### Local utilization, run 1

7 x 8 tiles, from black (low) to pale yellow (high), 0 to 100% covered.
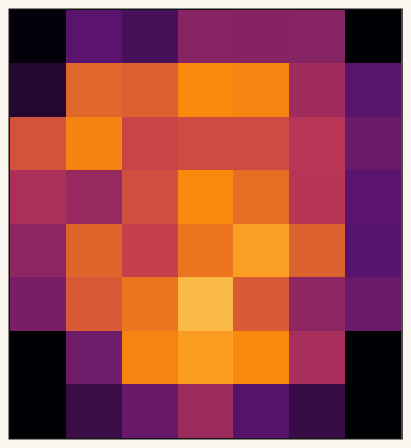
### The metal 3 layer, run 1

The bar under the picture is 20 µm long.
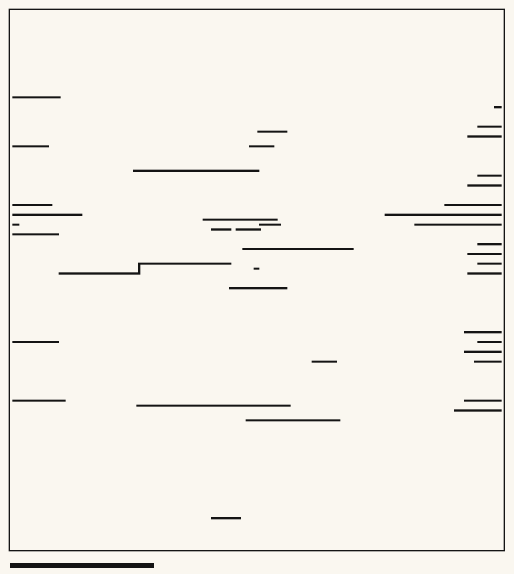
### Placement view, run 1

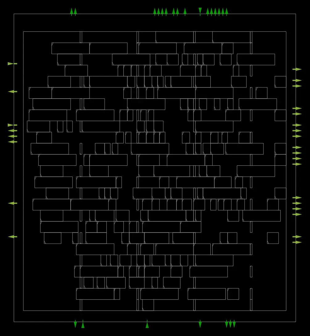
## src/rtl/sar_pkg.sv

```systemverilog
// sar_pkg: shared FSM encoding and accumulator sizing for the SAR controller.
package sar_pkg;

    typedef enum logic [2:0] {IDLE, SAMPLE, CMP, SETTLE, DONE} state_t;

    function automatic int acc_width(input int nbits, input int avg_log2);
        return nbits + avg_log2;
    endfunction

endpackage

```

## src/rtl/sar_avg_acc.sv

```systemverilog
// sar_avg_acc: sums 2^AVG_LOG2 conversion codes and publishes the truncated mean with an eoc pulse.
module sar_avg_acc
    import sar_pkg::*;
#(
    parameter int NBITS    = 8,
    parameter int AVG_LOG2 = 0
) (
    input  logic             clk,
    input  logic             rst,
    input  logic             fire,
    input  logic [NBITS-1:0] code,
    output logic [NBITS-1:0] sar,
    output logic             eoc
);

    localparam int AW = acc_width(NBITS, AVG_LOG2);
    localparam logic [AVG_LOG2:0] LAST = (AVG_LOG2 + 1)'((1 << AVG_LOG2) - 1);

    logic [AW-1:0]     acc;
    logic [AVG_LOG2:0] cnt;
    logic [AW-1:0]     sum;
    logic              wrap;

    assign sum  = acc + AW'(code);
    assign wrap = cnt == LAST;

    always_ff @(posedge clk or posedge rst) begin
        if (rst) begin
            acc <= '0;
            cnt <= '0;
            sar <= '0;
            eoc <= 1'b0;
        end else begin
            eoc <= 1'b0;
            if (fire) begin
                cnt <= wrap ? '0 : cnt + 1'b1;
                acc <= wrap ? '0 : sum;
                if (wrap) begin
                    sar <= sum[AVG_LOG2 +: NBITS];
                    eoc <= 1'b1;
                end
            end
        end
    end

endmodule

```

## src/rtl/sar_logic_nb.sv

```systemverilog
// sar_logic_nb: SAR conversion sequencer with differential DAC switch drive,
// continuous mode and optional averaging of 2^AVG_LOG2 conversions.
module sar_logic_nb
    import sar_pkg::*;
#(
    parameter int NBITS      = 8,
    parameter int SAMPLE_CYC = 2,
    parameter int AVG_LOG2   = 0
) (
    input  logic             clk,
    input  logic             rst,
    input  logic             cnvst,
    input  logic             cont,
    input  logic             cmp_out,
    output logic [NBITS-1:0] sar,
    output logic             eoc,
    output logic             busy,
    output logic             cmp_clk,
    output logic             s_clk,
    output logic [NBITS-1:0] dacp_top,
    output logic [NBITS-1:0] dacp_btm,
    output logic [NBITS-1:0] dacn_top,
    output logic [NBITS-1:0] dacn_btm
);

    localparam int KW = $clog2(NBITS);
    localparam int SW = $clog2(SAMPLE_CYC + 1);

    state_t           state, nstate;
    logic [KW-1:0]    k, nk;
    logic [SW-1:0]    scnt, nscnt;
    logic [NBITS-1:0] code, ncode, npt, npb, nnt, nnb;
    logic             fire;

    // code is complete on the edge that enters DONE
    assign fire = (state == SETTLE) && (k == '0);

    always_comb begin
        nstate = state;
        nk     = k;
        nscnt  = scnt;
        ncode  = code;
        npt    = dacp_top;
        npb    = dacp_btm;
        nnt    = dacn_top;
        nnb    = dacn_btm;
        case (state)
            IDLE: begin
                nstate = cnvst ? SAMPLE : IDLE;
                nscnt  = '0;
            end
            SAMPLE: begin
                nstate = (scnt == SW'(SAMPLE_CYC - 1)) ? CMP : SAMPLE;
                nscnt  = scnt + 1'b1;
                nk     = KW'(NBITS - 1);
                ncode  = '0;
            end
            CMP: begin
                nstate   = SETTLE;
                ncode[k] = cmp_out;
                npb[k]   = cmp_out;
                nnt[k]   = cmp_out;
                npt[k]   = !cmp_out;
                nnb[k]   = !cmp_out;
            end
            SETTLE: begin
                nstate = (k == '0) ? DONE : CMP;
                nk     = k - 1'b1;
            end
            DONE: begin
                // eoc low here means the averaging group still needs conversions
                nstate = (!eoc || cont) ? SAMPLE : IDLE;
                nscnt  = '0;
            end
            default: nstate = IDLE;
        endcase
        if (nstate == SAMPLE) begin
            npt = '0;
            npb = '0;
            nnt = '0;
            nnb = '0;
        end
    end

    always_ff @(posedge clk or posedge rst) begin
        if (rst) begin
            state    <= IDLE;
            k        <= '0;
            scnt     <= '0;
            code     <= '0;
            busy     <= 1'b0;
            cmp_clk  <= 1'b0;
            s_clk    <= 1'b0;
            dacp_top <= '0;
            dacp_btm <= '0;
            dacn_top <= '0;
            dacn_btm <= '0;
        end else begin
            state    <= nstate;
            k        <= nk;
            scnt     <= nscnt;
            code     <= ncode;
            busy     <= nstate != IDLE;
            cmp_clk  <= nstate == CMP;
            s_clk    <= nstate == SAMPLE;
            dacp_top <= npt;
            dacp_btm <= npb;
            dacn_top <= nnt;
            dacn_btm <= nnb;
        end
    end

    sar_avg_acc #(.NBITS(NBITS), .AVG_LOG2(AVG_LOG2)) u_avg (
        .clk (clk),
        .rst (rst),
        .fire(fire),
        .code(ncode),
        .sar (sar),
        .eoc (eoc)
    );

endmodule

```

## config.mk

```make
export PLATFORM = sky130hd
export DESIGN_NAME = sar_logic_nb
export DESIGN_NICKNAME = d
export VERILOG_FILES = /design/src/rtl/sar_pkg.sv /design/src/rtl/sar_avg_acc.sv /design/src/rtl/sar_logic_nb.sv
export SDC_FILE = /design/constraint.sdc
export NUM_CORES = 1
export LEC_CHECK = 0
export ABC_CLOCK_PERIOD_IN_PS = 2400
export CORE_ASPECT_RATIO = 1.1
export CORE_MARGIN = 2
export CORE_UTILIZATION = 45
export CTS_CLUSTER_DIAMETER = 100
export DETAILED_ROUTE_END_ITERATION = 12
export DONT_BUFFER_PORTS = 1
export GPL_TIMING_DRIVEN = 0
export PLACE_DENSITY = 0.59
export SETUP_SLACK_MARGIN = 0.4
export SYNTH_ARGS = -nofsm -noshare
export SYNTH_HDL_FRONTEND = slang
export SYNTH_HIERARCHICAL = 1
export SYNTH_SLANG_ARGS = --single-unit
```

## constraint.sdc

```tcl
create_clock -name clk -period 2.4 [get_ports clk]
set_clock_uncertainty 0.1 [all_clocks]
set_input_delay 0.48 -clock clk [delete_from_list [all_inputs] [get_ports clk]]
set_output_delay 0.48 -clock clk [all_outputs]
set_load 0.05 [all_outputs]
```

==> results_slide.txt, run 1 <==
Synthesis and Place & Route Summary

Global route
  • Total global routing overflow: 0
  • Antenna violations before repair: 0
  • First-pass GRT wire length: 6560 µm
  • Largest net degree at the start of global routing: 36
  • Gr usage total: 0.175
  • Number of global-route vias before repair: 1340

Worst setup path
  • WP data arrival: 2.01 ns
  • RR Startpoint: state[0]
  • CP max FO: 10
  • Crit-path leading delay family: buffers and inverters
  • Worst setup SP type: register
  • Reg2reg end: u_avg/sar[6]
  • Kind of critical path: reg -> reg
  • R2R Setup Slk: 0.47 ns
  • Worst path depth: 6
  • CP Launch Point: state[0]
  • Worst path max stage delay: 0.36 ns
  • Crit path to: u_avg/sar[6]
  • Crit. End Element: register
  • Critical-path cell list: buf_2, nor2b_1, clkbuf_1, and2_1, o21ai_0, mux2_4
  • Reg2Reg Depth: 6
  • CP max-delay cell: dfrtp_1
  • WP buf/inv: 2
  • WP data required: 2.48 ns

Final timing
  • Final hold vios: 0
  • Setup ws final: 0.471 ns
  • Least-Margin Pin Slew: 0.730 ns
  • Setup_tns: 0 ns
  • Cycle use final: 0.804
  • Setup violators final: 0
  • Min cycle time layout: 1.93 ns
  • FMAX: 518 MHz
  • Max-slew violations: 0
  • RSZ-0062 raised after global routing: true
  • Slew headroom: 0.513
  • Hold_ws: 0.0717 ns

Synth
  • Post-Synthesis Cells: 194
  • Syn nets: 202
  • Mux share: 0.0776
  • Post-synth EDFFs: 0
  • Yosys adder share: 0.0182
  • Distinct lib cells: 33
  • Post-synthesis xor/xnor area fraction: 0
  • Synthesized area: 0.00206 mm²
  • Top_reg_cell synth: dfrtp_1
  • # Cells Yosys: 194
  • Simple-gate area share of the yosys netlist: 0.177
  • Register share after synthesis: 0.533
  • YS warnings: 6
  • Ao+oa area frac: 0.0897
  • Largest area contributor in the netlist: dfrtp_1
  • Area leader share: 0.533
  • Comb area leader: simple AND/OR/NAND/NOR gates
  • Mean Syn Cell Area: 10.6 µm²
  • FFs w/ async S/R, synth: 1.00
  • Ys flops: 44
  • Top cells by area: dfrtp_1 53%, buf_4 5.8%, mux2_4 5.8%
  • Yosys stat area: 0.00206 mm²

Layout
  • Synth-to-Final Area Change: 11.2%
  • Net count, final: 213
  • Final Instance Count excl. Fillers: 260
  • Fraction of layout cells with a size suffix above 1: 0.248
  • Top cells excl fill/tap: 43 x dfrtp_1, 27 x nand2_1, 19 x buf_4
  • Final instance area: 0.00230 mm²
  • Commonest non-fill, non-tap cell in the layout: dfrtp_1
  • Antenna fix cells: 0

Routing
  • ANT nets after route: 0
  • DRC Markers: 0
  • Total Routed Length: 4140 µm
  • Vias: 1401
  • Routed WL per cell: 15.9 µm
  • Starting DRT DRC Count: 71
  • Router iterations before antenna repair: 4
  • Vias/cell: 5.39

Clocking
  • Root Buffer: clkbuf_8
  • Max clock buf depth: 2
  • Worst-path clk slew: 0.09 ns
  • CTS tree: built
  • Clk ins delay skew pair: 0.30 ns
  • Sink Count: 44
  • Max H-tree Level: 2
  • Num CTS Buffers: 5

Floorplanning
  • Chip height: 75.0 µm
  • Die area: 0.00515 mm²
  • Overall die width: 68.6 µm
  • Num ports: 49

Placed design
  • Placed Cells: 248
  • Routability Congestion: 0.851
  • HPWL after detailed placement: 3010 µm
  • I/O Buffers: 0
  • Placed Area: 0.00213 mm²
  • Pre-CTS setup slack: 0.312 ns

Job
  • Tool warnings: 29
  • Max_cap viols: 0

Status
  • Status: finished, final reports clean

Worst hold path
  • Hold Path Class: in -> async
About 'Local utilization':
fullest tile: 85%
tiles over 75% full: 5.4%
nearly empty tiles: 11%
core area: 0.00435 mm²
final core occ: 0.528
fp_density: 0.475

About 'The metal 3 layer':
share of all routed wire: 6.6%
nets with wire on the layer: 36
longest straight run: 21.2 µm
wire length on this layer: 273 µm

About 'Placement view':
Seq cells: 44
Rows: 25

-- run 1: registers in the layout, indices dropped and copies added, names as in the netlist --
name,flops
code,8
cmp_clk,1
s_clk,1
k,3
u_avg/eoc,1
scnt,2
dacn_btm,8
state,3
dacp_btm,8
busy,1
u_avg/sar,8
-- run 1: layer usage --
layer / global-route usage / up-vias / share of wire
met5: 0 / - / 0
met4: 0.0667 / 0 / 0.025
met3: 0.0538 / 8 / 0.066
met2: 0.265 / 52 / 0.47
met1: 0.235 / 683 / 0.44
li1: - / 658 / -
-- run 1: logic make-up after synthesis --
kind of cell	Yosys count
buffers and inverters	35
multiplexers	12
flip-flops	44
adder cells (fa/ha/maj)	3
AND/OR/NAND/NOR	71
AND-OR/OR-AND	29
-- run 1: synth_stat cells (2+ instances only) --
master	number
o21ai_0	5
inv_1	9
mux2i_1	4
nand2b_1	5
a21oi_1	15
mux2_4	8
buf_6	3
nand3_1	13
buf_4	16
nand2_1	27
a311oi_1	3
and3_1	2
dfrtp_1	44
nor2b_1	4
nor2_1	11
ha_1	3
clkbuf_1	6
-- run 1: area by class of cell --
class                   instances  area [µm²]
multi-input cells             115         779
fillers                       395        2050
well taps                      54        67.6
inverters                       9        33.8
flip-flops and latches         44        1100
clock buffers                   7        86.3
clock inverters                 1        7.51
plain buffers                  26         186
repair buffers                  4        32.5
-- run 1: what timing repair did --
| item | in CTS | in global routing |
|---|---|---|
| resized | 5 | 8 |
| buffers inserted | 0 | 3 |
| hold buffers | 1 | 0 |
| endpoints found under the setup margin | 8 | 17 |
| pin swaps | 0 | 3 |
| hold endpoints to repair | 9 | 0 |
### Gate families picked out, run 1

The bar under the picture is 20 µm long.
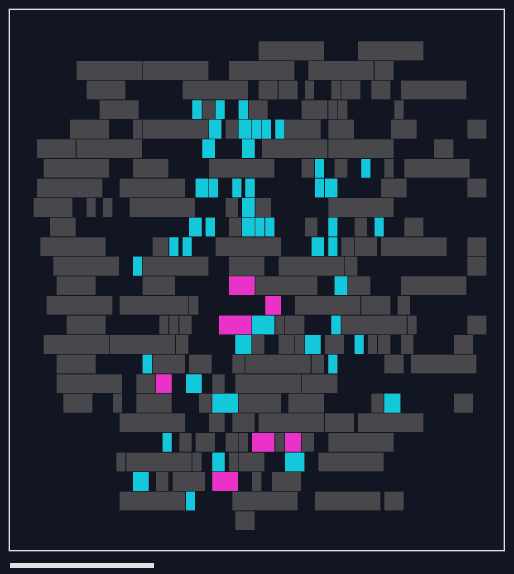

==> run 2, diff against run 1 <==
--- a/config.mk
+++ b/config.mk
@@ -5,7 +5,7 @@
 export SDC_FILE = /design/constraint.sdc
 export NUM_CORES = 1
 export LEC_CHECK = 0
-export ABC_CLOCK_PERIOD_IN_PS = 2400
+export ABC_CLOCK_PERIOD_IN_PS = 1700
 export CORE_ASPECT_RATIO = 1.1
 export CORE_MARGIN = 2
 export CORE_UTILIZATION = 45
@@ -13,7 +13,7 @@
 export DETAILED_ROUTE_END_ITERATION = 12
 export DONT_BUFFER_PORTS = 1
 export GPL_TIMING_DRIVEN = 0
-export PLACE_DENSITY = 0.59
+export PLACE_DENSITY = 0.61
 export SETUP_SLACK_MARGIN = 0.4
 export SYNTH_ARGS = -nofsm -noshare
 export SYNTH_HDL_FRONTEND = slang
==> constraint.sdc (replaced) <==
create_clock -name clk -period 1.7 [get_ports clk]
set_clock_uncertainty 0.1 [all_clocks]
set_input_delay 0.34 -clock clk [delete_from_list [all_inputs] [get_ports clk]]
set_output_delay 0.34 -clock clk [all_outputs]
set_load 0.05 [all_outputs]
### Gate families picked out, run 2

The bar under the picture is 20 µm long.
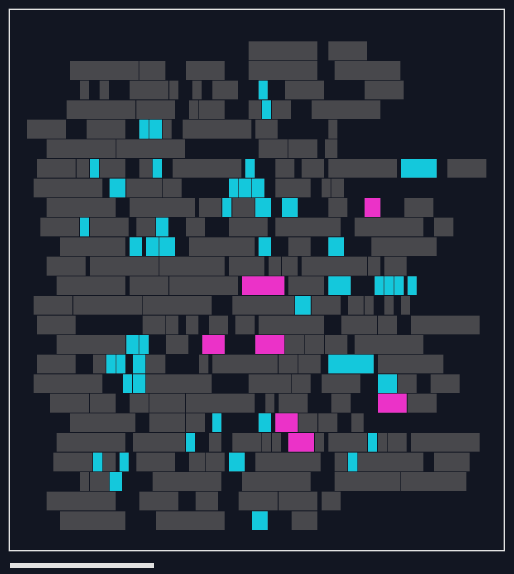
[cyan] NAND gates | cells: 47
[magenta] AND and OR gates | cells: 7

### The metal 3 layer, run 2

The bar under the picture is 20 µm long.
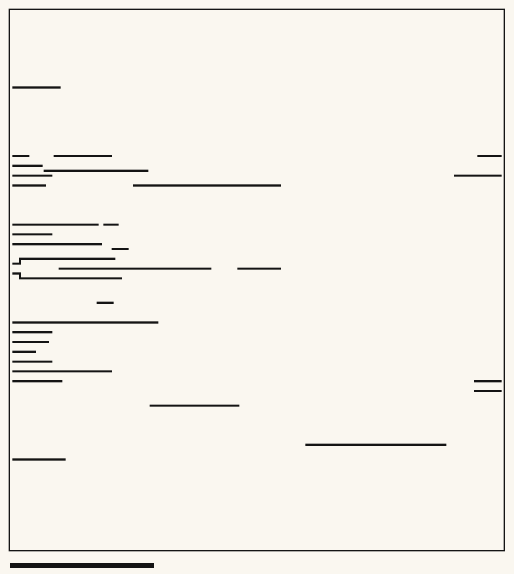
longest straight run: 20.9 µm
nets with wire on the layer: 27

==> results_slide.txt, run 2 <==
Synthesis and Place & Route Summary

Worst setup path
  • R2R Setup Slk: -0.23 ns (-0.71 ns)
  • Reg2reg end: dacn_btm[5]
  • Crit-path leading delay family: simple AND/OR/NAND/NOR gates
  • WP data arrival: 1.99 ns (-0.02 ns)
  • CP max FO: 4 (-6)
  • WP buf/inv: 1 (-1)
  • CP Launch Point: scnt[0]
  • Worst path max stage delay: 0.51 ns (+0.15 ns)
  • WP data required: 1.75 ns (-0.73 ns)
  • Critical-path cell list: ha_2, or4b_1, o31a_2, a21oi_4, buf_4, a311oi_1
  • RR Startpoint: scnt[0]
  • Kind of critical path: reg -> reg
  • Worst setup SP type: register

Global route
  • Antenna violations before repair: 0 (unchanged)
  • Number of global-route vias before repair: 1558 (+16%)
  • First-pass GRT wire length: 7400 µm (+13%)
  • Total global routing overflow: 0 (unchanged)
  • Largest net degree at the start of global routing: 36 (unchanged)

Synth
  • Yosys adder share: 0.0182 (unchanged)
  • Synthesized area: 0.00206 mm² (unchanged)
  • FFs w/ async S/R, synth: 1.00 (unchanged)
  • # Cells Yosys: 194 (unchanged)
  • Simple-gate area share of the yosys netlist: 0.177 (unchanged)
  • Yosys stat area: 0.00206 mm² (unchanged)
  • Ys flops: 44 (unchanged)
  • Register share after synthesis: 0.533 (unchanged)
  • Syn nets: 202 (unchanged)
  • Distinct lib cells: 33 (unchanged)
  • Top post-synthesis cells by count: 44 x dfrtp_1, 27 x nand2_1, 16 x buf_4
  • Area leader share: 0.533 (unchanged)
  • Post-synth EDFFs: 0 (unchanged)
  • Largest area contributor in the netlist: dfrtp_1
  • Top_reg_cell synth: dfrtp_1
  • Ao+oa area frac: 0.0897 (unchanged)
  • Mux share: 0.0776 (unchanged)
  • Mean Syn Cell Area: 10.6 µm² (unchanged)
  • Comb area leader: simple AND/OR/NAND/NOR gates
  • YS warnings: 6 (unchanged)
  • Post-synthesis xor/xnor area fraction: 0 (unchanged)
  • Post-Synthesis Cells: 194 (unchanged)

Routing
  • ANT nets after route: 0 (unchanged)
  • Vias: 1502 (+7.2%)
  • Vias/cell: 5.42 (+0.63%)
  • DRC Markers: 0 (unchanged)
  • Total Routed Length: 4990 µm (+20%)
  • Routed WL per cell: 18.0 µm (+13%)
  • Router iterations before antenna repair: 4 (unchanged)
  • Starting DRT DRC Count: 69 (-2.8%)

Clocking
  • CTS tree: built
  • Max clock buf depth: 2 (unchanged)
  • Sink Count: 44 (unchanged)
  • Worst-path clk slew: 0.09 ns (about the same)
  • Max H-tree Level: 2 (unchanged)
  • Clk ins delay skew pair: 0.30 ns (about the same)
  • Num CTS Buffers: 5 (unchanged)
  • Root Buffer: clkbuf_8

Layout
  • Top cells excl fill/tap: 29 x dfrtp_2, 23 x nand2_1, 19 x buf_4
  • Net count, final: 230 (+8.0%)
  • Antenna fix cells: 0 (unchanged)
  • Fraction of layout cells with a size suffix above 1: 0.561 (+0.313)
  • Synth-to-Final Area Change: 33.1%
  • Fillers: 349 (-12%)

Final timing
  • Max-slew violations: 0 (unchanged)
  • Final hold vios: 0 (unchanged)
  • Cycle use final: 1.14 (+0.334)
  • Setup ws final: -0.235 ns (-0.706 ns)
  • Slew headroom: 0.692 (+0.179)
  • Setup violators final: 26 (+26)
  • Min cycle time layout: 1.93 ns (+0.00604 ns)

Floorplanning
  • Fp_density: 0.475 (unchanged)
  • Chip height: 75.0 µm (unchanged)
  • Num ports: 49 (unchanged)
  • Die area: 0.00515 mm² (unchanged)
  • Overall die width: 68.6 µm (unchanged)
  • Rows: 25 (unchanged)

Placed design
  • Routability Congestion: 0.833 (-2.1%)
  • Pre-CTS setup slack: -0.240 ns (-0.551 ns)
  • I/O Buffers: 0 (unchanged)

Job
  • Tool warnings: 30 (+3.4%)
  • Max_cap viols: 0 (unchanged)

Worst hold path
  • Hold Path Class: in -> reg

Status
  • Status: finished with violations
  • Failing checks: setup timing
==> run 2: cell counts after synthesis <==
No cell type changed its count.
==> run 2: final cells by class <==
class / count / area [µm²] / area share
plain buffers: 26 / 343 / 0.125
clock buffers: 6 / 82.6 / 0.0301
clock inverters: 2 / 15.0 / 0.00546
inverters: 9 / 40.0 / 0.0146
multi-input cells: 115 / 895 / 0.326
flip-flops and latches: 44 / 1140 / 0.414
well taps: 54 / 67.6 / 0.0246
repair buffers: 20 / 160 / 0.0583
repair inverters: 1 / 7.51 / 0.00273
==> run 2: per-stage QoR <==
| step | util | hold slack, ns | setup TNS (ns) | area [µm²] | cells |
|---|---|---|---|---|---|
| floorplan | - | 0.0679 | -0.734 | 2160 | 194 |
| global placement | 0.512 | 0.105 | -3.63 | 2220 | 248 |
| detailed placement | 0.512 | 0.114 | -4.41 | 2220 | 248 |
| CTS | 0.585 | 0.206 | -3.93 | 2540 | 263 |
| global route | 0.632 | 0.230 | -5.63 | 2750 | 277 |
| finish | 0.632 | 0.215 | -4.11 | 2750 | 277 |
==> run 2: layer usage <==
metal / global-route usage / wire, µm
met3: 0.0732 / 270
met2: 0.311 / 2640
met5: 0 / 0
met1: 0.251 / 2010
met4: 0.0733 / 63
==> run 2: worst max-delay path by stage <==
stage               slack [ns]     endpoint  cells past startpoint
global placement         -0.24  dacp_btm[0]                      6
global route             -0.31  dacn_btm[5]                      6
floorplan                -0.08  dacn_btm[6]                      5
detailed placement       -0.24  dacn_btm[0]                      6
finish                   -0.23  dacn_btm[5]                      6
CTS                      -0.19  dacn_btm[5]                      6
==> run 2: what timing repair did <==
item / in CTS / in global routing
cloned: 0 / 1
setup endpoints to repair: 103 / 117
buffers inserted: 6 / 13
pin swaps: 4 / 6
gates resized: 53 / 36
hold endpoints to repair: 44 / 0
hold buffers: 1 / 0
